### config.mk
export PLATFORM = sky130hd
export DESIGN_NAME = rv32i_hazard_unit_flat
export DESIGN_NICKNAME = d
export VERILOG_FILES = /design/src/rtl/rv32i_pkg.sv /design/src/rtl/rv32i_hazard_unit_if.sv /design/src/rtl/rv32i_inflight_tracker.sv /design/src/rtl/rv32i_hazard_unit.sv /design/src/flat_wrapper.sv
export SDC_FILE = /design/constraint.sdc
export NUM_CORES = 1
export LEC_CHECK = 0
export ABC_CLOCK_PERIOD_IN_PS = 5430
export CAP_MARGIN = 20
export CORE_UTILIZATION = 51
export CTS_CLUSTER_DIAMETER = 30
export DETAILED_ROUTE_END_ITERATION = 10
export PLACE_DENSITY = 0.9
export SLEW_MARGIN = 20
export SYNTH_ARGS = -nofsm -noshare
export SYNTH_HDL_FRONTEND = slang
export SYNTH_SLANG_ARGS = --single-unit
### constraint.sdc
create_clock -name clk_i -period 5.43 [get_ports clk_i]
set_input_delay 1.086 -clock clk_i [delete_from_list [all_inputs] [get_ports clk_i]]
set_output_delay 1.086 -clock clk_i [all_outputs]
set_load 0.01 [all_outputs]
### src/rtl/rv32i_pkg.sv
// rtl/rv32i_pkg.sv - shared types and constants for the rv32i hazard unit
package rv32i_pkg;

    // Forward select encodings for an EXEC operand
    localparam int FWD_SEL_RF  = 0;
    localparam int FWD_SEL_MEM = 1;
    localparam int FWD_SEL_WB  = 2;

    // One in-flight instruction as seen by the hazard logic
    typedef struct packed {
        logic       valid;
        logic [4:0] rd;
        logic       we;
        logic       is_load;
    } inflight_entry_t;

    // True when an in-flight entry produces a register a decoded operand reads.
    // x0 is never a real producer.
    function automatic logic src_match(inflight_entry_t e, logic [4:0] rs, logic used);
        return used && e.valid && e.we && (e.rd != 5'd0) && (e.rd == rs);
    endfunction

endpackage

### src/rtl/rv32i_hazard_unit_if.sv
// rtl/rv32i_hazard_unit_if.sv - decode-side and control outputs bundle of the hazard unit
interface rv32i_hazard_unit_if #(
    parameter int NB_STAGES = 3,
    parameter int CNT_W     = 32
);
    localparam int SEL_W = (NB_STAGES > 1) ? $clog2(NB_STAGES) : 1;

    logic             dec_valid_i;
    logic [4:0]       dec_rs1_i;
    logic [4:0]       dec_rs2_i;
    logic             dec_rs1_used_i;
    logic             dec_rs2_used_i;
    logic [4:0]       dec_rd_i;
    logic             dec_rd_we_i;
    logic             dec_is_load_i;
    logic             dec_is_jump_i;
    logic             branch_taken_i;

    logic             stall_o;
    logic             flush_o;
    logic             fetch_kill_o;
    logic             issue_o;
    logic [SEL_W-1:0] fwd_rs1_sel_o;
    logic [SEL_W-1:0] fwd_rs2_sel_o;
    logic [CNT_W-1:0] stall_cnt_o;
    logic [CNT_W-1:0] flush_cnt_o;

    // Control path side: presents the decoded instruction, consumes hazard decisions
    modport master (
        output dec_valid_i, dec_rs1_i, dec_rs2_i, dec_rs1_used_i, dec_rs2_used_i,
        output dec_rd_i, dec_rd_we_i, dec_is_load_i, dec_is_jump_i, branch_taken_i,
        input  stall_o, flush_o, fetch_kill_o, issue_o,
        input  fwd_rs1_sel_o, fwd_rs2_sel_o, stall_cnt_o, flush_cnt_o
    );

    // Hazard unit side
    modport slave (
        input  dec_valid_i, dec_rs1_i, dec_rs2_i, dec_rs1_used_i, dec_rs2_used_i,
        input  dec_rd_i, dec_rd_we_i, dec_is_load_i, dec_is_jump_i, branch_taken_i,
        output stall_o, flush_o, fetch_kill_o, issue_o,
        output fwd_rs1_sel_o, fwd_rs2_sel_o, stall_cnt_o, flush_cnt_o
    );

endinterface

### src/rtl/rv32i_inflight_tracker.sv
// rtl/rv32i_inflight_tracker.sv - shift table of destination registers of in-flight instructions
module rv32i_inflight_tracker
    import rv32i_pkg::*;
#(
    parameter int NB_STAGES = 3
) (
    input  logic                            clk_i,
    input  logic                            rst_i,
    input  logic                            insert_i,
    input  inflight_entry_t                 new_entry_i,
    output inflight_entry_t [NB_STAGES-1:0] entries_o
);

    inflight_entry_t [NB_STAGES-1:0] tbl;

    // Entry 0 takes the issuing instruction or a bubble; older entries advance one stage
    always_ff @(posedge clk_i) begin
        if (rst_i) begin
            tbl <= '0;
        end else begin
            tbl[0] <= insert_i ? new_entry_i : '0;
            for (int k = 1; k < NB_STAGES; k++) begin
                tbl[k] <= tbl[k-1];
            end
        end
    end

    assign entries_o = tbl;

endmodule

### src/rtl/rv32i_hazard_unit.sv
// rtl/rv32i_hazard_unit.sv - RAW hazard detection, forwarding selects, flush and perf counters
module rv32i_hazard_unit
    import rv32i_pkg::*;
#(
    parameter int NB_STAGES      = 3,
    parameter int FWD_EN         = 1,
    parameter int LOAD_READY_IDX = 2,
    parameter int CNT_W          = 32
) (
    input  logic                 clk_i,
    input  logic                 rst_i,
    rv32i_hazard_unit_if.slave   hz
);

    localparam int SEL_W = (NB_STAGES > 1) ? $clog2(NB_STAGES) : 1;

    inflight_entry_t [NB_STAGES-1:0] entries;
    inflight_entry_t                 new_entry;

    logic             rs1_hit, rs2_hit;
    logic             rs1_load, rs2_load;
    logic [SEL_W-1:0] rs1_k, rs2_k;
    logic [SEL_W:0]   rs1_res, rs2_res;
    logic             hazard;
    logic             stall, flush, issue, kill;

    logic [SEL_W-1:0] rs1_sel_q, rs2_sel_q;
    logic [CNT_W-1:0] stall_cnt_q, flush_cnt_q;

    // Returns {hazard, select} for the youngest producer of one operand.
    // A match in the last stage is covered by the write-through register file.
    function automatic logic [SEL_W:0] resolve_operand(logic hit, logic [SEL_W-1:0] k,
                                                       logic is_load);
        logic             hz_bit;
        logic [SEL_W-1:0] sel;
        hz_bit = 1'b0;
        sel    = SEL_W'(FWD_SEL_RF);
        if (hit && (int'(k) < NB_STAGES - 1)) begin
            if (FWD_EN == 0) begin
                hz_bit = 1'b1;
            end else if (is_load && (int'(k) + 1 < LOAD_READY_IDX)) begin
                hz_bit = 1'b1;
            end else begin
                sel = k + SEL_W'(1);
            end
        end
        return {hz_bit, sel};
    endfunction

    assign new_entry = '{valid:   1'b1,
                         rd:      hz.dec_rd_i,
                         we:      hz.dec_rd_we_i,
                         is_load: hz.dec_is_load_i};

    rv32i_inflight_tracker #(
        .NB_STAGES (NB_STAGES)
    ) u_tracker (
        .clk_i       (clk_i),
        .rst_i       (rst_i),
        .insert_i    (issue),
        .new_entry_i (new_entry),
        .entries_o   (entries)
    );

    // Youngest-match search: scanning oldest to youngest lets the lowest index win
    always_comb begin
        rs1_hit  = 1'b0;
        rs2_hit  = 1'b0;
        rs1_load = 1'b0;
        rs2_load = 1'b0;
        rs1_k    = '0;
        rs2_k    = '0;
        for (int k = NB_STAGES - 1; k >= 0; k--) begin
            if (src_match(entries[k], hz.dec_rs1_i, hz.dec_rs1_used_i)) begin
                rs1_hit  = 1'b1;
                rs1_k    = k[SEL_W-1:0];
                rs1_load = entries[k].is_load;
            end
            if (src_match(entries[k], hz.dec_rs2_i, hz.dec_rs2_used_i)) begin
                rs2_hit  = 1'b1;
                rs2_k    = k[SEL_W-1:0];
                rs2_load = entries[k].is_load;
            end
        end
    end

    // Pipeline control decisions; a taken branch wins over any stall, reset silences all
    always_comb begin
        rs1_res = resolve_operand(rs1_hit, rs1_k, rs1_load);
        rs2_res = resolve_operand(rs2_hit, rs2_k, rs2_load);
        hazard  = rs1_res[SEL_W] | rs2_res[SEL_W];
        flush   = ~rst_i & hz.branch_taken_i;
        stall   = ~rst_i & hz.dec_valid_i & hazard & ~hz.branch_taken_i;
        issue   = ~rst_i & hz.dec_valid_i & ~stall & ~flush;
        kill    = ~rst_i & hz.dec_valid_i & hz.dec_is_jump_i & ~stall & ~flush;
    end

    // Forward selects follow the issuing instruction into EXEC; bubbles read the register file
    always_ff @(posedge clk_i) begin
        if (rst_i) begin
            rs1_sel_q <= '0;
            rs2_sel_q <= '0;
        end else if (issue) begin
            rs1_sel_q <= rs1_res[SEL_W-1:0];
            rs2_sel_q <= rs2_res[SEL_W-1:0];
        end else begin
            rs1_sel_q <= '0;
            rs2_sel_q <= '0;
        end
    end

    // Saturating stall and flush event counters
    always_ff @(posedge clk_i) begin
        if (rst_i) begin
            stall_cnt_q <= '0;
            flush_cnt_q <= '0;
        end else begin
            if (stall && (stall_cnt_q != {CNT_W{1'b1}})) begin
                stall_cnt_q <= stall_cnt_q + CNT_W'(1);
            end
            if (flush && (flush_cnt_q != {CNT_W{1'b1}})) begin
                flush_cnt_q <= flush_cnt_q + CNT_W'(1);
            end
        end
    end

    assign hz.stall_o       = stall;
    assign hz.flush_o       = flush;
    assign hz.issue_o       = issue;
    assign hz.fetch_kill_o  = kill;
    assign hz.fwd_rs1_sel_o = rs1_sel_q;
    assign hz.fwd_rs2_sel_o = rs2_sel_q;
    assign hz.stall_cnt_o   = stall_cnt_q;
    assign hz.flush_cnt_o   = flush_cnt_q;

endmodule

### src/flat_wrapper.sv
// flat-port wrapper written by rule: the top's interface ports become plain ports
module rv32i_hazard_unit_flat import rv32i_pkg::*;
#(
    parameter int NB_STAGES      = 3,
    parameter int FWD_EN         = 1,
    parameter int LOAD_READY_IDX = 2,
    parameter int CNT_W          = 32
)
  (clk_i, rst_i, hz_dec_valid_i, hz_dec_rs1_i, hz_dec_rs2_i, hz_dec_rs1_used_i, hz_dec_rs2_used_i, hz_dec_rd_i, hz_dec_rd_we_i, hz_dec_is_load_i, hz_dec_is_jump_i, hz_branch_taken_i, hz_stall_o, hz_flush_o, hz_fetch_kill_o, hz_issue_o, hz_fwd_rs1_sel_o, hz_fwd_rs2_sel_o, hz_stall_cnt_o, hz_flush_cnt_o);
  rv32i_hazard_unit_if #(.NB_STAGES(NB_STAGES), .CNT_W(CNT_W)) hz_i ();
  input  logic clk_i;
  input  logic rst_i;
  input wire logic [$bits(hz_i.dec_valid_i)-1:0] hz_dec_valid_i;
  input wire logic [$bits(hz_i.dec_rs1_i)-1:0] hz_dec_rs1_i;
  input wire logic [$bits(hz_i.dec_rs2_i)-1:0] hz_dec_rs2_i;
  input wire logic [$bits(hz_i.dec_rs1_used_i)-1:0] hz_dec_rs1_used_i;
  input wire logic [$bits(hz_i.dec_rs2_used_i)-1:0] hz_dec_rs2_used_i;
  input wire logic [$bits(hz_i.dec_rd_i)-1:0] hz_dec_rd_i;
  input wire logic [$bits(hz_i.dec_rd_we_i)-1:0] hz_dec_rd_we_i;
  input wire logic [$bits(hz_i.dec_is_load_i)-1:0] hz_dec_is_load_i;
  input wire logic [$bits(hz_i.dec_is_jump_i)-1:0] hz_dec_is_jump_i;
  input wire logic [$bits(hz_i.branch_taken_i)-1:0] hz_branch_taken_i;
  output wire logic [$bits(hz_i.stall_o)-1:0] hz_stall_o;
  output wire logic [$bits(hz_i.flush_o)-1:0] hz_flush_o;
  output wire logic [$bits(hz_i.fetch_kill_o)-1:0] hz_fetch_kill_o;
  output wire logic [$bits(hz_i.issue_o)-1:0] hz_issue_o;
  output wire logic [$bits(hz_i.fwd_rs1_sel_o)-1:0] hz_fwd_rs1_sel_o;
  output wire logic [$bits(hz_i.fwd_rs2_sel_o)-1:0] hz_fwd_rs2_sel_o;
  output wire logic [$bits(hz_i.stall_cnt_o)-1:0] hz_stall_cnt_o;
  output wire logic [$bits(hz_i.flush_cnt_o)-1:0] hz_flush_cnt_o;
  assign hz_i.dec_valid_i = hz_dec_valid_i;
  assign hz_i.dec_rs1_i = hz_dec_rs1_i;
  assign hz_i.dec_rs2_i = hz_dec_rs2_i;
  assign hz_i.dec_rs1_used_i = hz_dec_rs1_used_i;
  assign hz_i.dec_rs2_used_i = hz_dec_rs2_used_i;
  assign hz_i.dec_rd_i = hz_dec_rd_i;
  assign hz_i.dec_rd_we_i = hz_dec_rd_we_i;
  assign hz_i.dec_is_load_i = hz_dec_is_load_i;
  assign hz_i.dec_is_jump_i = hz_dec_is_jump_i;
  assign hz_i.branch_taken_i = hz_branch_taken_i;
  assign hz_stall_o = hz_i.stall_o;
  assign hz_flush_o = hz_i.flush_o;
  assign hz_fetch_kill_o = hz_i.fetch_kill_o;
  assign hz_issue_o = hz_i.issue_o;
  assign hz_fwd_rs1_sel_o = hz_i.fwd_rs1_sel_o;
  assign hz_fwd_rs2_sel_o = hz_i.fwd_rs2_sel_o;
  assign hz_stall_cnt_o = hz_i.stall_cnt_o;
  assign hz_flush_cnt_o = hz_i.flush_cnt_o;
  rv32i_hazard_unit #(.NB_STAGES(NB_STAGES), .FWD_EN(FWD_EN), .LOAD_READY_IDX(LOAD_READY_IDX), .CNT_W(CNT_W)) u_core (.clk_i(clk_i), .rst_i(rst_i), .hz(hz_i));
endmodule
==> impl.org <==
#+TITLE: Synthesis and PnR summary

** Run status
- Outcome :: finished, final reports clean

** Global route
- Met1 layer usage reported by global route :: 0.3116
- The global route stage reports its total congestion overflow as 0.
- Global-route layer with the greatest usage :: met2
- Global-route wire length before repair :: 18220 microns
- Global-route track usage on met3 :: 0.05845
- Initial antenna violation count :: 1

** Floorplan
- At the floorplan stage, the core utilization is reported as 0.5368.
- I/O Pins :: 96

** Timing
- Looking at the max-slew report, the worst-margin pin has a slew of 880.2 ps.
- RSZ-0062 raised after global routing :: false
- Count of endpoints failing hold in the final timing report :: 0
- Max-slew headroom :: 0.4132
- Worst hold margin :: 483.2 ps
- Counting I/O delays and the setup requirement, the final critical path takes 5274 ps.
- The final timing summary puts the cycle share of the worst path at 0.9713.

** Setup path
- Walking the critical path from launch to capture passes 13 cell instances.
- Worst flop-to-flop path endpoint :: u_core.hz.stall_cnt_o[17]
- Buffers and inverters on the worst path :: 3
- WS Path Type :: in -> out
- Critical path data arrival time :: 4190 ps
- Worst setup path startpoint :: hz_dec_rs1_i[0]
- Slowest stage cell, crit path :: sky130_fd_sc_hd__clkdlybuf4s50_1
- CP Max Fanout :: 8

** Synthesis
- The cell-mix breakdown from Yosys lists the adder-cell area share as 0.01112.
- The synthesis run shows the most used standard cells to be 91 x sky130_fd_sc_hd__dfxtp_1, 61 x sky130_fd_sc_hd__nor2_1, 44 x sky130_fd_sc_hd__xnor2_1.
- Looking at the cell usage after synthesis, the top flip-flop cell is sky130_fd_sc_hd__dfxtp_1.
- Looking at the gate-level netlist, the highest instance count belongs to sky130_fd_sc_hd__dfxtp_1.
- Per the synthesis report, the dominant area consumer among library cells is sky130_fd_sc_hd__dfxtp_1.
- Main area contributors :: sky130_fd_sc_hd__dfxtp_1 40%, sky130_fd_sc_hd__xnor2_1 8.6%, sky130_fd_sc_hd__nor2_1 5.1%
- In this run, the synthesized area fraction spent on and/or/nand/nor cells is recorded as 0.3076.
- The share of synthesized area in the top cell type comes to 0.4049.
- The chip area line in the Yosys stat output reads 4499 sq um.
- Synthesis instantiated 56 different standard cells from the library.
- Mapped Nets :: 541
- Synthesized-area fraction occupied by ao, oa, aoi and oai cells :: 0.09705

** Cells and area
- Count of clock-net buffers in the final layout :: 9
- Combined flip-flop and latch cell area :: 1822 sq um
- Excluding fillers, the count of instances in the completed layout stands at 723.
- 0 antenna diodes ended up in the layout.
- Area growth from synthesis to layout :: 29.51%
- Share of cell area taken by multi-input logic gates :: 0.4400
- Top Layout Cells :: 91 x sky130_fd_sc_hd__dfxtp_1, 89 x sky130_fd_sc_hd__clkdlybuf4s50_1, 61 x sky130_fd_sc_hd__nor2_1

** Power
- The script computed a power per unit cell area of 219.8 nW/um^2.
- Cell-internal power :: 1009 uW
- Per report_power, the Combinational row totals 70.9 uW.
- Fraction of power spent switching nets :: 0.2122
- Sequential cell fraction of total power :: 0.529
- Sequential logic power :: 678 uW
- The share of total power dissipated in the clock network is 0.415.
- Per the OpenROAD power report, switching power amounts to 271.8 uW.
- Power group with the highest consumption :: registers

** Routing
- Remaining antenna violation count after routing :: 0
- Summed over all nets, wire length on met3 after detailed routing comes to 667 microns.
- Length of routed met2 wiring :: 5541 microns
- For this block, the initial DRC count from the detailed router was 147.
- Total wire length :: 11170 microns
- Met1 Routed Length :: 4742 microns

** Clocking
- Cts repair resizes :: 1
- Per the CTS log, the maximum H-tree level is 3.
- Clock-pin slew was measured on the worst setup and hold paths at 80 ps.
- Clock tree from TritonCTS :: built
- Number of buffers on the longest clock path :: 2
- Worst skew pair latency :: 350 ps
- Per the repair_timing log after CTS, setup buffers inserted total 0.

** Worst hold path
- The worst hold path terminates at u_core.u_tracker.entries_o[17].
- Hold Path Cell Cnt :: 1

** Placed design
- Once placement completed, the tool counted placed cells totaling 708.
- Once placement finished, the instance area stood at 5568 sq um.
- Before CTS, the worst setup slack after placement is -22.60 ps.

** Flow run
- Total of max-cap violations :: 0
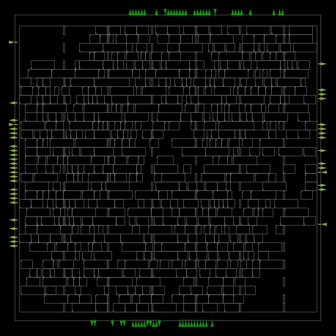
placement.png
Util after Layout: 0.6952
# rows: 33
core box area: 8382 sq um
tap cell instance count: 105
count of sequential standard cells: 91

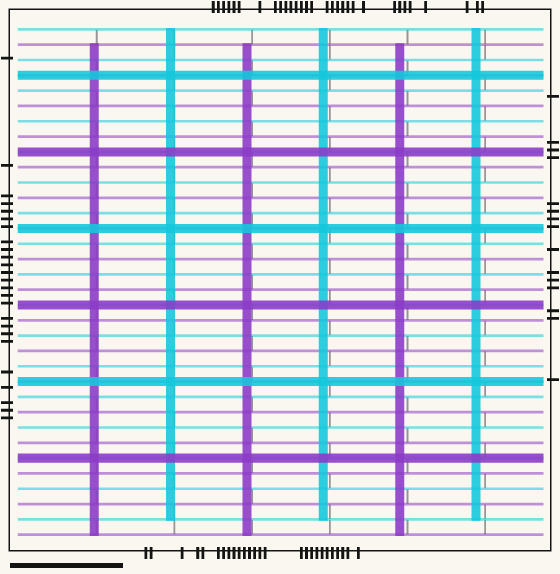
power_grid.png
Scale bar: 20 microns. Pins as bars on the die edge. Tap cells in grey.
- cyan: VDD
- purple: VSS
- met4 straps: 6
- tap cells: 105
- signal pins: 96
- met1 rails: 34
- met5 straps: 6

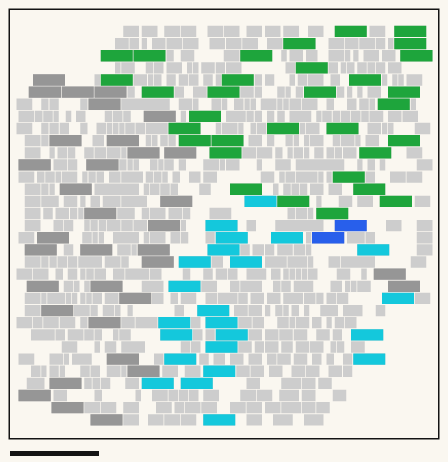
flops_by_reg.png
Scale bar: 20 microns. Other sequential cells in the stronger grey, the rest of the logic in the fainter grey.
- cyan: `u_core.u_tracker.entries_o` (sequential cells 23)
- green: `u_core.hz.flush_cnt_o` (sequential cells 32)
- blue: `u_core.hz.fwd_rs1_sel_o` (sequential cells 2)
- not coloured: 34

No activity file was given, so power comes from the tool's default toggle rates.
